--- src/rtl/ace_pkg.sv ---
// ---------------------------------------------------------------------------
// ace_pkg : opcode/funct codes, ALU encodings, decode FSM states and decoder.
// Rev 1.0
// ---------------------------------------------------------------------------
`default_nettype none

package ace_pkg;

    localparam logic [5:0] OP_RTYPE = 6'h00;
    localparam logic [5:0] OP_J     = 6'h02;
    localparam logic [5:0] OP_JAL   = 6'h03;
    localparam logic [5:0] OP_BEQ   = 6'h04;
    localparam logic [5:0] OP_BNE   = 6'h05;
    localparam logic [5:0] OP_ADDI  = 6'h08;
    localparam logic [5:0] OP_ANDI  = 6'h0C;
    localparam logic [5:0] OP_ORI   = 6'h0D;
    localparam logic [5:0] OP_LUI   = 6'h0F;
    localparam logic [5:0] OP_LW    = 6'h23;
    localparam logic [5:0] OP_SW    = 6'h2B;

    localparam logic [5:0] FN_SLL   = 6'h00;
    localparam logic [5:0] FN_JR    = 6'h08;
    localparam logic [5:0] FN_ADD   = 6'h20;
    localparam logic [5:0] FN_SUB   = 6'h22;
    localparam logic [5:0] FN_AND   = 6'h24;
    localparam logic [5:0] FN_OR    = 6'h25;
    localparam logic [5:0] FN_SLT   = 6'h2A;

    localparam logic [3:0] ALU_ADD  = 4'd0;
    localparam logic [3:0] ALU_SUB  = 4'd1;
    localparam logic [3:0] ALU_AND  = 4'd2;
    localparam logic [3:0] ALU_OR   = 4'd3;
    localparam logic [3:0] ALU_SLT  = 4'd4;
    localparam logic [3:0] ALU_SLL  = 4'd5;
    localparam logic [3:0] ALU_LUI  = 4'd6;

    typedef enum logic [0:0] {
        ST_EMPTY = 1'b0,
        ST_HELD  = 1'b1
    } id_state_t;

    typedef struct packed {
        logic [3:0]  alu_op;
        logic        alu_src_imm;
        logic        mem_read;
        logic        mem_write;
        logic        reg_write;
        logic        uses_rs;
        logic        uses_rt;
        logic        jump;
        logic        jump_reg;
        logic        beq;
        logic        bne;
        logic        illegal;
        logic [4:0]  rd;
        logic [31:0] imm;
    } dec_t;

    function automatic dec_t decode(input logic [31:0] instr);
        dec_t d;
        d = '0;
        case (instr[31:26])
            OP_RTYPE: begin
                d.rd        = instr[15:11];
                d.uses_rs   = 1'b1;
                d.uses_rt   = 1'b1;
                d.reg_write = 1'b1;
                case (instr[5:0])
                    FN_ADD: d.alu_op = ALU_ADD;
                    FN_SUB: d.alu_op = ALU_SUB;
                    FN_AND: d.alu_op = ALU_AND;
                    FN_OR:  d.alu_op = ALU_OR;
                    FN_SLT: d.alu_op = ALU_SLT;
                    FN_SLL: begin
                        d.alu_op  = ALU_SLL;
                        d.uses_rs = 1'b0;
                        d.imm     = {27'd0, instr[10:6]};
                    end
                    FN_JR: begin
                        d.rd        = 5'd0;
                        d.uses_rt   = 1'b0;
                        d.reg_write = 1'b0;
                        d.jump      = 1'b1;
                        d.jump_reg  = 1'b1;
                    end
                    default: d.illegal = 1'b1;
                endcase
            end
            OP_J:   d.jump = 1'b1;
            OP_JAL: begin
                d.jump      = 1'b1;
                d.rd        = 5'd31;
                d.reg_write = 1'b1;
            end
            OP_BEQ, OP_BNE: begin
                d.alu_op  = ALU_SUB;
                d.uses_rs = 1'b1;
                d.uses_rt = 1'b1;
                d.rd      = instr[20:16];
                d.beq     = (instr[31:26] == OP_BEQ);
                d.bne     = (instr[31:26] == OP_BNE);
                d.imm     = {{16{instr[15]}}, instr[15:0]};
            end
            OP_ADDI, OP_LW, OP_SW: begin
                d.alu_op      = ALU_ADD;
                d.alu_src_imm = 1'b1;
                d.uses_rs     = 1'b1;
                d.uses_rt     = (instr[31:26] == OP_SW);
                d.mem_read    = (instr[31:26] == OP_LW);
                d.mem_write   = (instr[31:26] == OP_SW);
                d.reg_write   = (instr[31:26] != OP_SW);
                d.rd          = instr[20:16];
                d.imm         = {{16{instr[15]}}, instr[15:0]};
            end
            OP_ANDI, OP_ORI: begin
                d.alu_op      = (instr[31:26] == OP_ANDI) ? ALU_AND : ALU_OR;
                d.alu_src_imm = 1'b1;
                d.uses_rs     = 1'b1;
                d.reg_write   = 1'b1;
                d.rd          = instr[20:16];
                d.imm         = {16'd0, instr[15:0]};
            end
            OP_LUI: begin
                d.alu_op      = ALU_LUI;
                d.alu_src_imm = 1'b1;
                d.reg_write   = 1'b1;
                d.rd          = instr[20:16];
                d.imm         = {instr[15:0], 16'd0};
            end
            default: d.illegal = 1'b1;
        endcase
        // Unsupported encodings issue as a pure NOP with only the flag set.
        if (d.illegal) begin
            d         = '0;
            d.illegal = 1'b1;
        end
        return d;
    endfunction

endpackage

`default_nettype wire

--- src/rtl/regfile.sv ---
// ---------------------------------------------------------------------------
// regfile : 2 async read / 1 sync write register file, r0 hard-wired to zero.
// Rev 1.0
// ---------------------------------------------------------------------------
`default_nettype none

module regfile #(
    parameter int DATA_W    = 32,
    parameter int REG_AW    = 5,
    parameter bit WB_BYPASS = 1'b1
) (
    input  logic              clk,
    input  logic [REG_AW-1:0] i_rs_addr,
    input  logic [REG_AW-1:0] i_rt_addr,
    output logic [DATA_W-1:0] o_rs_data,
    output logic [DATA_W-1:0] o_rt_data,
    input  logic              i_we,
    input  logic [REG_AW-1:0] i_waddr,
    input  logic [DATA_W-1:0] i_wdata
);

    logic [DATA_W-1:0] r_mem [2**REG_AW];
    logic              w_fwd_rs;
    logic              w_fwd_rt;

    always_ff @(posedge clk) begin
        if (i_we && (i_waddr != '0)) begin
            r_mem[i_waddr] <= i_wdata;
        end
    end

    generate
        if (WB_BYPASS) begin : g_bypass
            assign w_fwd_rs = i_we && (i_waddr == i_rs_addr);
            assign w_fwd_rt = i_we && (i_waddr == i_rt_addr);
        end else begin : g_no_bypass
            assign w_fwd_rs = 1'b0;
            assign w_fwd_rt = 1'b0;
        end
    endgenerate

    // The r0 check comes first so a forwarded r0 write can never leak through.
    assign o_rs_data = (i_rs_addr == '0) ? '0 : (w_fwd_rs ? i_wdata : r_mem[i_rs_addr]);
    assign o_rt_data = (i_rt_addr == '0) ? '0 : (w_fwd_rt ? i_wdata : r_mem[i_rt_addr]);

endmodule

`default_nettype wire

--- src/rtl/id_stage.sv ---
// ---------------------------------------------------------------------------
// id_stage : holds one fetched word, decodes it, resolves jumps/branches and
//            issues a registered bundle to EX. Rev 1.0
// ---------------------------------------------------------------------------
`default_nettype none

module id_stage
    import ace_pkg::*;
#(
    parameter int DATA_W    = 32,
    parameter int REG_AW    = 5,
    parameter bit WB_BYPASS = 1'b1
) (
    input  logic              clk,
    input  logic              reset,
    input  logic [31:0]       instruction,
    input  logic [31:0]       pc_next,
    input  logic              hit,
    output logic              pc_we,
    output logic              is_jump,
    output logic [31:0]       jump_addr,
    output logic              is_branch,
    output logic [31:0]       branch_addr,
    input  logic              flush,
    input  logic              ex_ready,
    input  logic [REG_AW-1:0] ex_load_rd,
    input  logic              ex_load_vld,
    input  logic              wb_we,
    input  logic [REG_AW-1:0] wb_addr,
    input  logic [DATA_W-1:0] wb_data,
    output logic              id_valid,
    output logic [DATA_W-1:0] rs_data,
    output logic [DATA_W-1:0] rt_data,
    output logic [DATA_W-1:0] imm,
    output logic [REG_AW-1:0] rd_addr,
    output logic [3:0]        alu_op,
    output logic              alu_src_imm,
    output logic              mem_read,
    output logic              mem_write,
    output logic              reg_write,
    output logic [31:0]       pc_plus4,
    output logic              illegal
);

    id_state_t         r_state;
    logic [31:0]       r_instr;
    logic [31:0]       r_pc_next;

    dec_t              w_dec;
    logic [REG_AW-1:0] w_rs_addr;
    logic [REG_AW-1:0] w_rt_addr;
    logic [DATA_W-1:0] w_rs_data;
    logic [DATA_W-1:0] w_rt_data;
    logic              w_hazard;
    logic              w_issue;
    logic              w_taken;
    logic [31:0]       w_br_target;
    logic [31:0]       w_j_target;

    assign w_dec     = decode(r_instr);
    assign w_rs_addr = REG_AW'(r_instr[25:21]);
    assign w_rt_addr = REG_AW'(r_instr[20:16]);

    regfile #(
        .DATA_W    (DATA_W),
        .REG_AW    (REG_AW),
        .WB_BYPASS (WB_BYPASS)
    ) u_regfile (
        .clk       (clk),
        .i_rs_addr (w_rs_addr),
        .i_rt_addr (w_rt_addr),
        .o_rs_data (w_rs_data),
        .o_rt_data (w_rt_data),
        .i_we      (wb_we),
        .i_waddr   (wb_addr),
        .i_wdata   (wb_data)
    );

    // Only registers the instruction actually reads can collide with an in-flight load.
    assign w_hazard = ex_load_vld && (ex_load_rd != '0) &&
                      ((w_dec.uses_rs && (ex_load_rd == w_rs_addr)) ||
                       (w_dec.uses_rt && (ex_load_rd == w_rt_addr)));

    assign w_issue     = (r_state == ST_HELD) && !flush && ex_ready && !w_hazard;
    assign w_br_target = r_pc_next + {{14{r_instr[15]}}, r_instr[15:0], 2'b00};
    assign w_j_target  = w_dec.jump_reg ? 32'(w_rs_data)
                                        : {r_pc_next[31:28], r_instr[25:0], 2'b00};
    assign w_taken     = (w_dec.beq && (w_rs_data == w_rt_data)) ||
                         (w_dec.bne && (w_rs_data != w_rt_data));

    always_ff @(posedge clk or negedge reset) begin
        if (!reset) begin
            r_state     <= ST_EMPTY;
            r_instr     <= '0;
            r_pc_next   <= '0;
            id_valid    <= 1'b0;
            pc_we       <= 1'b0;
            is_jump     <= 1'b0;
            is_branch   <= 1'b0;
            jump_addr   <= '0;
            branch_addr <= '0;
            rs_data     <= '0;
            rt_data     <= '0;
            imm         <= '0;
            rd_addr     <= '0;
            alu_op      <= '0;
            alu_src_imm <= 1'b0;
            mem_read    <= 1'b0;
            mem_write   <= 1'b0;
            reg_write   <= 1'b0;
            pc_plus4    <= '0;
            illegal     <= 1'b0;
        end else begin
            id_valid  <= 1'b0;
            pc_we     <= 1'b0;
            is_jump   <= 1'b0;
            is_branch <= 1'b0;
            case (r_state)
                ST_EMPTY: begin
                    if (hit && !flush) begin
                        r_instr   <= instruction;
                        r_pc_next <= pc_next;
                        r_state   <= ST_HELD;
                    end
                end
                ST_HELD: begin
                    if (flush) begin
                        r_state <= ST_EMPTY;
                    end else if (w_issue) begin
                        id_valid    <= 1'b1;
                        pc_we       <= 1'b1;
                        is_jump     <= w_dec.jump;
                        is_branch   <= w_taken;
                        jump_addr   <= w_j_target;
                        branch_addr <= w_br_target;
                        rs_data     <= w_rs_data;
                        rt_data     <= w_rt_data;
                        imm         <= DATA_W'(w_dec.imm);
                        rd_addr     <= REG_AW'(w_dec.rd);
                        alu_op      <= w_dec.alu_op;
                        alu_src_imm <= w_dec.alu_src_imm;
                        mem_read    <= w_dec.mem_read;
                        mem_write   <= w_dec.mem_write;
                        reg_write   <= w_dec.reg_write;
                        pc_plus4    <= r_pc_next;
                        illegal     <= w_dec.illegal;
                        r_state     <= ST_EMPTY;
                    end
                end
                default: r_state <= ST_EMPTY;
            endcase
        end
    end

    // Fetch cannot present a new word until it has seen pc_we.
    a_no_hit_in_held: assert property (@(posedge clk) disable iff (!reset)
        !(hit && (r_state == ST_HELD)));

endmodule

`default_nettype wire

--- config.mk ---
export PLATFORM = sky130hd
export DESIGN_NAME = id_stage
export DESIGN_NICKNAME = d
export VERILOG_FILES = /design/src/rtl/ace_pkg.sv /design/src/rtl/regfile.sv /design/src/rtl/id_stage.sv
export SDC_FILE = /design/constraint.sdc
export NUM_CORES = 2
export LEC_CHECK = 0
export ABC_AREA = 0
export CORE_UTILIZATION = 45
export CTS_BUF_LIST = sky130_fd_sc_hd__clkbuf_8
export CTS_CLUSTER_DIAMETER = 50
export CTS_CLUSTER_SIZE = 40
export DETAILED_ROUTE_END_ITERATION = 8
export GPL_TIMING_DRIVEN = 0
export SYNTH_ARGS = -nofsm -noshare
export SYNTH_HDL_FRONTEND = slang
export SYNTH_SLANG_ARGS = --single-unit
--- constraint.sdc ---
create_clock -name clk -period 4.5 [get_ports clk]
set_clock_uncertainty 0.2 [all_clocks]
set_input_delay 0.675 -clock clk [delete_from_list [all_inputs] [get_ports clk]]
set_output_delay 0.675 -clock clk [all_outputs]
set_load 0.01 [all_outputs]
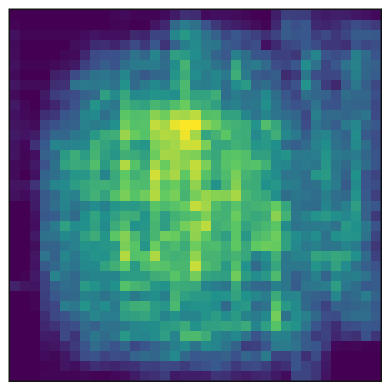
(signal metal coverage by tile)
(1 px per um) 37 x 37 tiles, from dark purple (low) to yellow (high), scaled to the fullest tile. Values are wire area over tile area, all layers added.
- fullest tile: 0.92
- nearly empty tiles: 9.4%
- densest ninth of the die: centre

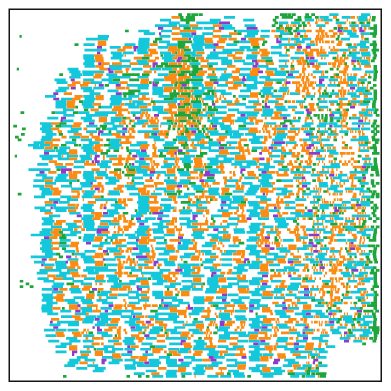
(placed cells, one colour a class)
(1 px per um)
- cyan: registers (cells 1295)
- green: remaining buffers and delay cells (cells 687)
- orange: remaining logic cells (cells 2293)
- purple: clock drivers and dummy loads (cells 252)

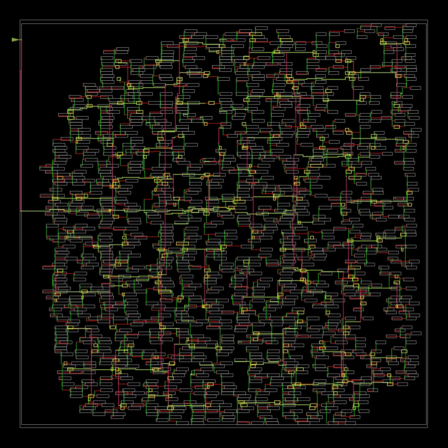
(clock nets)
Sinks on Clock Net: 1295
clk latency late pin: 950 ps

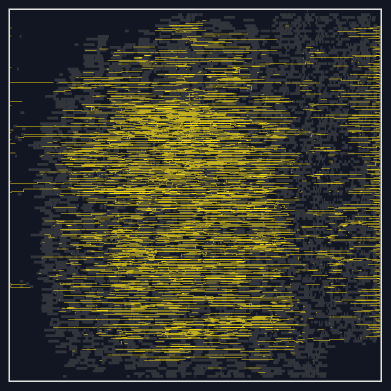
(signal wires on met3)
(1 px per um) Cells faint in the background.
- nets with wire on the layer: 991
- share of all routed wire: 14%

[cell usage after synthesis, types with 9 or more instances]
cell and instances:
buf_12 14, or3_1 13, buf_6 25, clkbuf_1 100, a31oi_1 19, buf_1 11
or2_2 12, buf_8 9, dfrtp_1 271, mux2i_1 138, mux2_2 68, a211oi_1 25
a21oi_1 95, nor2_1 148, nor2b_1 25, nand2b_1 25, a21o_1 24, nor3_1 28
o22ai_1 57, edfxtp_1 1024, xor2_1 32, nand2_1 445, nor4_1 14, nand3_1 38
a221oi_1 54, mux4_2 467, o31ai_1 15, and2_1 9, buf_2 94, a22oi_1 92
o211ai_1 15, buf_4 27, and3_1 9, inv_1 21, o21ai_0 173, xnor2_1 39
ha_1 29
[what timing repair did]
item                                    in CTS  in global routing
pin swaps                                    4                 10
hold buffers                                 1                  0
gates resized                              168                142
setup buffers                               10                 13
hold endpoints to repair                   124                  0
endpoints found under the setup margin     166                 68
[per-layer routing]
layer,wire (um),global-route usage,vias to the layer above,part of all wire
met5,38,0,-,0.00014
met4,19900,0.243,6,0.075
met3,37600,0.136,905,0.14
met2,120000,0.590,3799,0.45
met1,89500,0.464,22600,0.34
li1,-,-,16500,-
[sequential cells by signal (all words and copies together), names as in the netlist, 3 cells and up]
register	flops
rs_data	32
r_instr	32
pc_plus4	30
u_regfile.r_mem	1024
alu_op	3
imm	32
r_pc_next	32
rd_addr	5
jump_addr	32
branch_addr	32
rt_data	32
[report_power, final]
| group | leakage (nW) | switching, mW | total [mW] | internal [mW] |
|---|---|---|---|---|
| clock | 1.52 | 4.86 | 8.67 | 3.81 |
| sequential | 12.7 | 0.733 | 14.5 | 13.8 |
| combinational | 11.0 | 7.45 | 12.4 | 4.95 |
| total | 25.2 | 13.0 | 35.6 | 22.5 |
==> results.tsv <==
metric	value	unit
comb_area	0.0225	mm^2
totalWireLength	267000	um
yosys_warnings	0	
aoi_share	0.0715	
cts_buffers	137	
dpl.cell_count	6023	
startpoint_type	register	
n_all_inverters	25	
cts_max_level	4	
warnings	36	
r2r_cells	13	
antenna_found_initial	10	
ys.flop_type	edfxtp_1	
hpwl	186000	um
final_cells	6299	
reg2reg_slack	-130	ps
nWellTaps	1768	
dieArea	0.137	mm^2
final_cell_mix	edfxtp_1, mux4_2, nand2_1	
core-area	0.134	mm^2
post-place-ws	-2270	ps
reg2reg_from	r_instr[23]	
grt_pass1_wl	354000	um
slew_viol_final	0	
cts_buffer_depth	3	
crit_start	r_instr[23]	
hold_violations	0	
fillers	10900	
largestClassByArea	sequential cells	
clk_share	0.0417	
ant_nets	0	
track_usage	0.385	
firstDrtPassIters	8	
drt-wirelength-per-cell	42.3	um
ys_sh_simple	0.0565	
worst_path_max_delay_cell	buf_2	
finalCritPeriodShare	1.03	
p_leak	25.2	nW
max_freq	216	MHz
nClkBuffers	147	
place_area	0.0684	mm^2
cts-root-buf	clkbuf_8	
clkTransAtPathRegs	100	ps
outcome	complete, but fails checks	
grt_overflow	0	
timing.hold.ws	69.4	ps
fa_ha_area_frac	0.00626	
powerDensity	490	mW/mm^2
path_buffers	3	
synth.largest_area_cell	edfxtp_1	
logic_gate_count	2268	
ff_count	1295	
crit_cells	13	
final-setup-viol-count	1	
buffers	687	
synth_top_area_share	0.503	
violations	setup timing	
hp-class	in2async	
comb_share	0.311	
bufAreaShareNonClock	0.0979	
fin_nets	4557	
drcViolationCount	0	
crit_fanout	10	
lay_top_count	edfxtp_1	
grt_max_degree	114	
tightest_slew	1440	ps
logic_family	multiplexers	
ys_ff	1295	
drive_above_1_share	0.271	
port_buffers	318	
fp-row-count	134	
ys_cells	3836	
slowest_delay	530	ps
worst_r2r_endpoint	is_branch	
critPathCaptureType	register	
finalPower	35.6	mW
crit_top_cell	buf_2	
worst_ep_required_time	5150	ps
crit_path_cell_trace	buf_2, nor2b_1, buf_2, buf_2, a22oi_1, nand2_1, o22ai_1, nor2_1, xor2_1, nor4_1, nand4_1, or4_1, a21oi_1	
syn-instance-count	3836	
grt_pass1_vias	42000	
vias	43800	
crit_family	simple AND/OR/NAND/NOR gates	
die_x	371	um
synthArstFlopShare	0.209	
ys_sh_mux	0.211	
ys_sh_xor	0.0102	
edf_count	1024	
tns	-129	ps
viasPerCell	6.96	
synth_area_per_cell	15.9	um^2
fp.dieH	371	um
crit_type	reg2reg	
ir_worst_vdd	0.220	mV
period_minus_slack	4630	ps
slew_headroom	0.0394	
syn_area	0.0611	mm^2
gp_congestion	0.989	
cts_tree	built	
diodes	4	
fin_area	0.0725	mm^2
fp_util	0.456	
seq_area_frac	0.518	
layout_setup_ws	-129	ps
flop_area	0.0375	mm^2
critPathArrivalTime	5280	ps
io-pin-count	323	
synth_seq_share	0.614	
ys_types	86	
area_growth	18.7	%
drt_iter0_markers	7763	
maxCapViolations	0	
crit_path_end	is_branch	
final_core_util	0.541	
ys_chip_area	0.0611	mm^2
synth.area.top_cells	edfxtp_1, mux4_2, dfrtp_1	
rsz0062_at_grt	yes	
No activity file was given, so power comes from the tool's default toggle rates.
